==> src/rtl/mem_share_arbiter.sv <==
// Round-robin arbiter sharing one single-port memory between requesters A and B.
// Each grant performs exactly one access: IDLE -> ACCESS -> RESP -> IDLE, all outputs registered.
module mem_share_arbiter #(
    parameter int unsigned DATA_WIDTH = 8,
    parameter int unsigned ADDR_WIDTH = 8,
    parameter int unsigned MEM_DEPTH  = 256
) (
    input  logic                  clk,
    input  logic                  rst_n,

    input  logic                  a_req,
    input  logic                  a_we,
    input  logic [ADDR_WIDTH-1:0] a_addr,
    input  logic [DATA_WIDTH-1:0] a_wdata,
    output logic                  a_ack,
    output logic [DATA_WIDTH-1:0] a_rdata,
    output logic                  a_err,

    input  logic                  b_req,
    input  logic                  b_we,
    input  logic [ADDR_WIDTH-1:0] b_addr,
    input  logic [DATA_WIDTH-1:0] b_wdata,
    output logic                  b_ack,
    output logic [DATA_WIDTH-1:0] b_rdata,
    output logic                  b_err,

    output logic                  mem_we,
    output logic [ADDR_WIDTH-1:0] mem_addr,
    output logic [DATA_WIDTH-1:0] mem_wdata,
    input  logic [DATA_WIDTH-1:0] mem_rdata,

    output logic                  busy
);

    typedef enum logic [1:0] {
        IDLE   = 2'd0,
        ACCESS = 2'd1,
        RESP   = 2'd2
    } state_t;

    state_t                state_q,     state_d;
    logic                  ptr_b_q,     ptr_b_d;
    logic                  win_b_q,     win_b_d;
    logic                  in_range_q,  in_range_d;
    logic                  mem_we_q,    mem_we_d;
    logic [ADDR_WIDTH-1:0] mem_addr_q,  mem_addr_d;
    logic [DATA_WIDTH-1:0] mem_wdata_q, mem_wdata_d;
    logic                  a_ack_q,     a_ack_d;
    logic [DATA_WIDTH-1:0] a_rdata_q,   a_rdata_d;
    logic                  a_err_q,     a_err_d;
    logic                  b_ack_q,     b_ack_d;
    logic [DATA_WIDTH-1:0] b_rdata_q,   b_rdata_d;
    logic                  b_err_q,     b_err_d;
    logic                  busy_q,      busy_d;

    logic                  grant_b;
    logic                  sel_we;
    logic [ADDR_WIDTH-1:0] sel_addr;
    logic [DATA_WIDTH-1:0] sel_wdata;
    logic                  sel_in_range;
    logic [DATA_WIDTH-1:0] acc_rdata;

    always_ff @(posedge clk or negedge rst_n) begin
        if (!rst_n) begin
            state_q     <= IDLE;
            ptr_b_q     <= 1'b0;
            win_b_q     <= 1'b0;
            in_range_q  <= 1'b0;
            mem_we_q    <= 1'b0;
            mem_addr_q  <= '0;
            mem_wdata_q <= '0;
            a_ack_q     <= 1'b0;
            a_rdata_q   <= '0;
            a_err_q     <= 1'b0;
            b_ack_q     <= 1'b0;
            b_rdata_q   <= '0;
            b_err_q     <= 1'b0;
            busy_q      <= 1'b0;
        end else begin
            state_q     <= state_d;
            ptr_b_q     <= ptr_b_d;
            win_b_q     <= win_b_d;
            in_range_q  <= in_range_d;
            mem_we_q    <= mem_we_d;
            mem_addr_q  <= mem_addr_d;
            mem_wdata_q <= mem_wdata_d;
            a_ack_q     <= a_ack_d;
            a_rdata_q   <= a_rdata_d;
            a_err_q     <= a_err_d;
            b_ack_q     <= b_ack_d;
            b_rdata_q   <= b_rdata_d;
            b_err_q     <= b_err_d;
            busy_q      <= busy_d;
        end
    end

    always_comb begin
        state_d     = state_q;
        ptr_b_d     = ptr_b_q;
        win_b_d     = win_b_q;
        in_range_d  = in_range_q;
        mem_we_d    = 1'b0;
        mem_addr_d  = mem_addr_q;
        mem_wdata_d = mem_wdata_q;
        a_ack_d     = 1'b0;
        a_rdata_d   = a_rdata_q;
        a_err_d     = a_err_q;
        b_ack_d     = 1'b0;
        b_rdata_d   = b_rdata_q;
        b_err_d     = b_err_q;

        // B wins only when A is absent or both request and the pointer names B.
        grant_b      = b_req && (!a_req || ptr_b_q);
        sel_we       = grant_b ? b_we    : a_we;
        sel_addr     = grant_b ? b_addr  : a_addr;
        sel_wdata    = grant_b ? b_wdata : a_wdata;
        sel_in_range = (32'(sel_addr) < MEM_DEPTH);
        acc_rdata    = in_range_q ? mem_rdata : '0;

        case (state_q)
            IDLE: begin
                if (a_req || b_req) begin
                    win_b_d     = grant_b;
                    in_range_d  = sel_in_range;
                    mem_addr_d  = sel_addr;
                    mem_wdata_d = sel_wdata;
                    mem_we_d    = sel_we && sel_in_range;
                    state_d     = ACCESS;
                end
            end
            ACCESS: begin
                // mem_rdata still shows the pre-write contents on this edge.
                if (win_b_q) begin
                    b_ack_d   = 1'b1;
                    b_rdata_d = acc_rdata;
                    b_err_d   = !in_range_q;
                end else begin
                    a_ack_d   = 1'b1;
                    a_rdata_d = acc_rdata;
                    a_err_d   = !in_range_q;
                end
                state_d = RESP;
            end
            RESP: begin
                ptr_b_d = !win_b_q;
                state_d = IDLE;
            end
            default: state_d = IDLE;
        endcase

        busy_d = (state_d != IDLE);
    end

    assign a_ack     = a_ack_q;
    assign a_rdata   = a_rdata_q;
    assign a_err     = a_err_q;
    assign b_ack     = b_ack_q;
    assign b_rdata   = b_rdata_q;
    assign b_err     = b_err_q;
    assign mem_we    = mem_we_q;
    assign mem_addr  = mem_addr_q;
    assign mem_wdata = mem_wdata_q;
    assign busy      = busy_q;

endmodule

==> config.mk <==
export PLATFORM = sky130hd
export DESIGN_NAME = mem_share_arbiter
export DESIGN_NICKNAME = d
export VERILOG_FILES = /design/src/rtl/mem_share_arbiter.sv
export SDC_FILE = /design/constraint.sdc
export NUM_CORES = 1
export LEC_CHECK = 0
export CAP_MARGIN = 40
export CORE_ASPECT_RATIO = 0.7
export CORE_MARGIN = 10
export CORE_UTILIZATION = 44
export DETAILED_ROUTE_END_ITERATION = 7
export PLACE_DENSITY = 0.86
export SYNTH_ARGS = -nofsm -noshare
export SYNTH_HDL_FRONTEND = slang
export SYNTH_SLANG_ARGS = --single-unit
==> constraint.sdc <==
create_clock -name clk -period 2.15 [get_ports clk]
set_input_delay 0.3225 -clock clk [delete_from_list [all_inputs] [get_ports clk]]
set_output_delay 0.3225 -clock clk [all_outputs]
set_load 0.03 [all_outputs]
==> results.toml <==
# generated from flow reports
[critical_path]
critPathKind = "register to output port"
cp.arrival_ps = 1360
end_kind = "output port"

[pwr]
p_clk_mw = 0.488
p_comb_mw = 2.23
seq_power_mw = 1.39
internal_power_mw = 2.30
seq_power_share_pct = 33.8

[job]
warning_count = 26
drv.max_cap_violation_count = 0

[global_routing]
grt_pass1_wl_mm = 8.64

[final_timing]
finalHoldViolations = 0
max_freq_mhz = 595
fin_setup_tns_ps = 0

[place]
io_buffer_count = 83
dp_hpwl_mm = 3.98

[synth]
mux_share_pct = 0
simple_gate_share_pct = 14.8

[clock_network]
cts.clk_slew.worst_paths_ps = 80
clk_latency_ps = 290
cts-resized-gates = 0

[die]
floorplan.core_util_pct = 46.0

[outcome]
status = "finished, final reports clean"

[drt]
drc = 0

[layout]
final_cell_mix = "82 x clkdlybuf4s50_1, 43 x dfrtp_1, 29 x o21ai_0"
per-layer routing:
metal	share of wire, %	global-route usage, %
met1	45	18.7
met2	47	22.9
met3	8.1	6.18
met4	0	0.979
met5	0	0
cell usage after synthesis (2+ instances only):
master     n
clkbuf_1   4
o21ai_1    8
nand2_1   27
o21ai_0   29
nand3_1   18
or2_1      2
buf_6      4
a21oi_1   17
a31oi_1   16
nand2b_1   3
dfrtp_1   43
inv_1      4
buf_2      6
per-stage QoR:
step / std cells / hold slack, ps / utilization (%) / setup slack, ps
after floorplan: 188 / 26.9 / - / 862
after global placement: 314 / 458 / 67.2 / 373
after detailed placement: 314 / 459 / 67.2 / 310
after CTS: 322 / 150 / 69.3 / 457
after global routing: 322 / 181 / 69.3 / 428
final: 322 / 120 / 69.3 / 469
how the worst max path moves through the flow:
stage / endpoint / depth (start not counted) / startpoint
floorplan: a_err$_DFFE_PN0P_ / 5 / state_q[1]$_DFF_PN0_
global placement: mem_wdata[0]$_DFFE_PN0P_ / 5 / b_req
detailed placement: mem_wdata[2]$_DFFE_PN0P_ / 5 / b_req
CTS: mem_addr[4] / 1 / mem_addr[4]$_DFFE_PN0P_
global route: mem_wdata[2] / 1 / mem_wdata[2]$_DFFE_PN0P_
finish: mem_addr[4] / 1 / mem_addr[4]$_DFFE_PN0P_
cell type report:
| type | instances | area (um^2) |
|---|---|---|
| clock inverter | 2 | 12.5 |
| timing repair buffer | 88 | 863 |
| tap | 52 | 65.1 |
| inverter | 5 | 21.3 |
| fill | 351 | 1220 |
| multi-input combinational | 126 | 641 |
| sequential | 43 | 1080 |
| clock buffer | 6 | 72.6 |
logic make-up after synthesis:
kind of cell / Yosys count
AOI/OAI and AO/OA: 70
buffers and inverters: 19
DFF: 43
and+or+nand+nor: 56
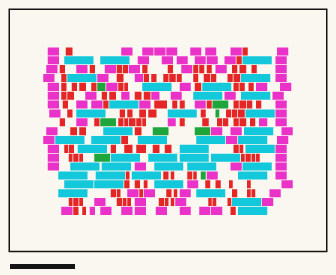
Fig. 1. Placed cells, one color a class.
The bar under the picture is 20 um long.
sequential cells -> cyan  # cells 43, share of their area 40%
remaining logic cells -> red  # cells 131, share of their area 25%
remaining buffers and delay cells -> magenta  # cells 88, share of their area 32%
clock drivers and dummy loads -> green  # cells 8, share of their area 3.2%
Core Area: 0.00397 mm^2
Placement Rows: 19
flop share of the area: 39.1%
Core Util, Final: 69.3%
Final Instance Area: 0.00275 mm^2

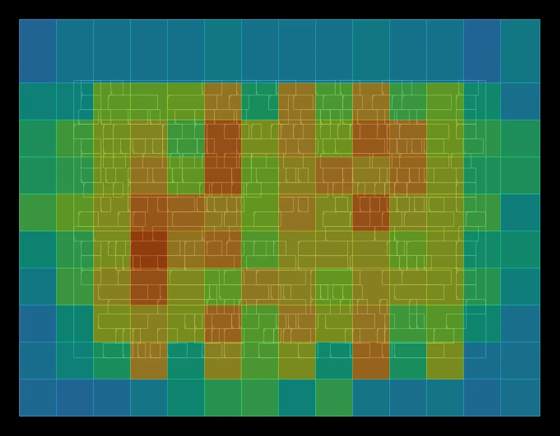
Fig. 2. Routing congestion map.
M1 GR Usage: 18.7%
GRT Util Overall: 14.4%
M3 GR Usage: 6.18%
met2 Use GR: 22.9%

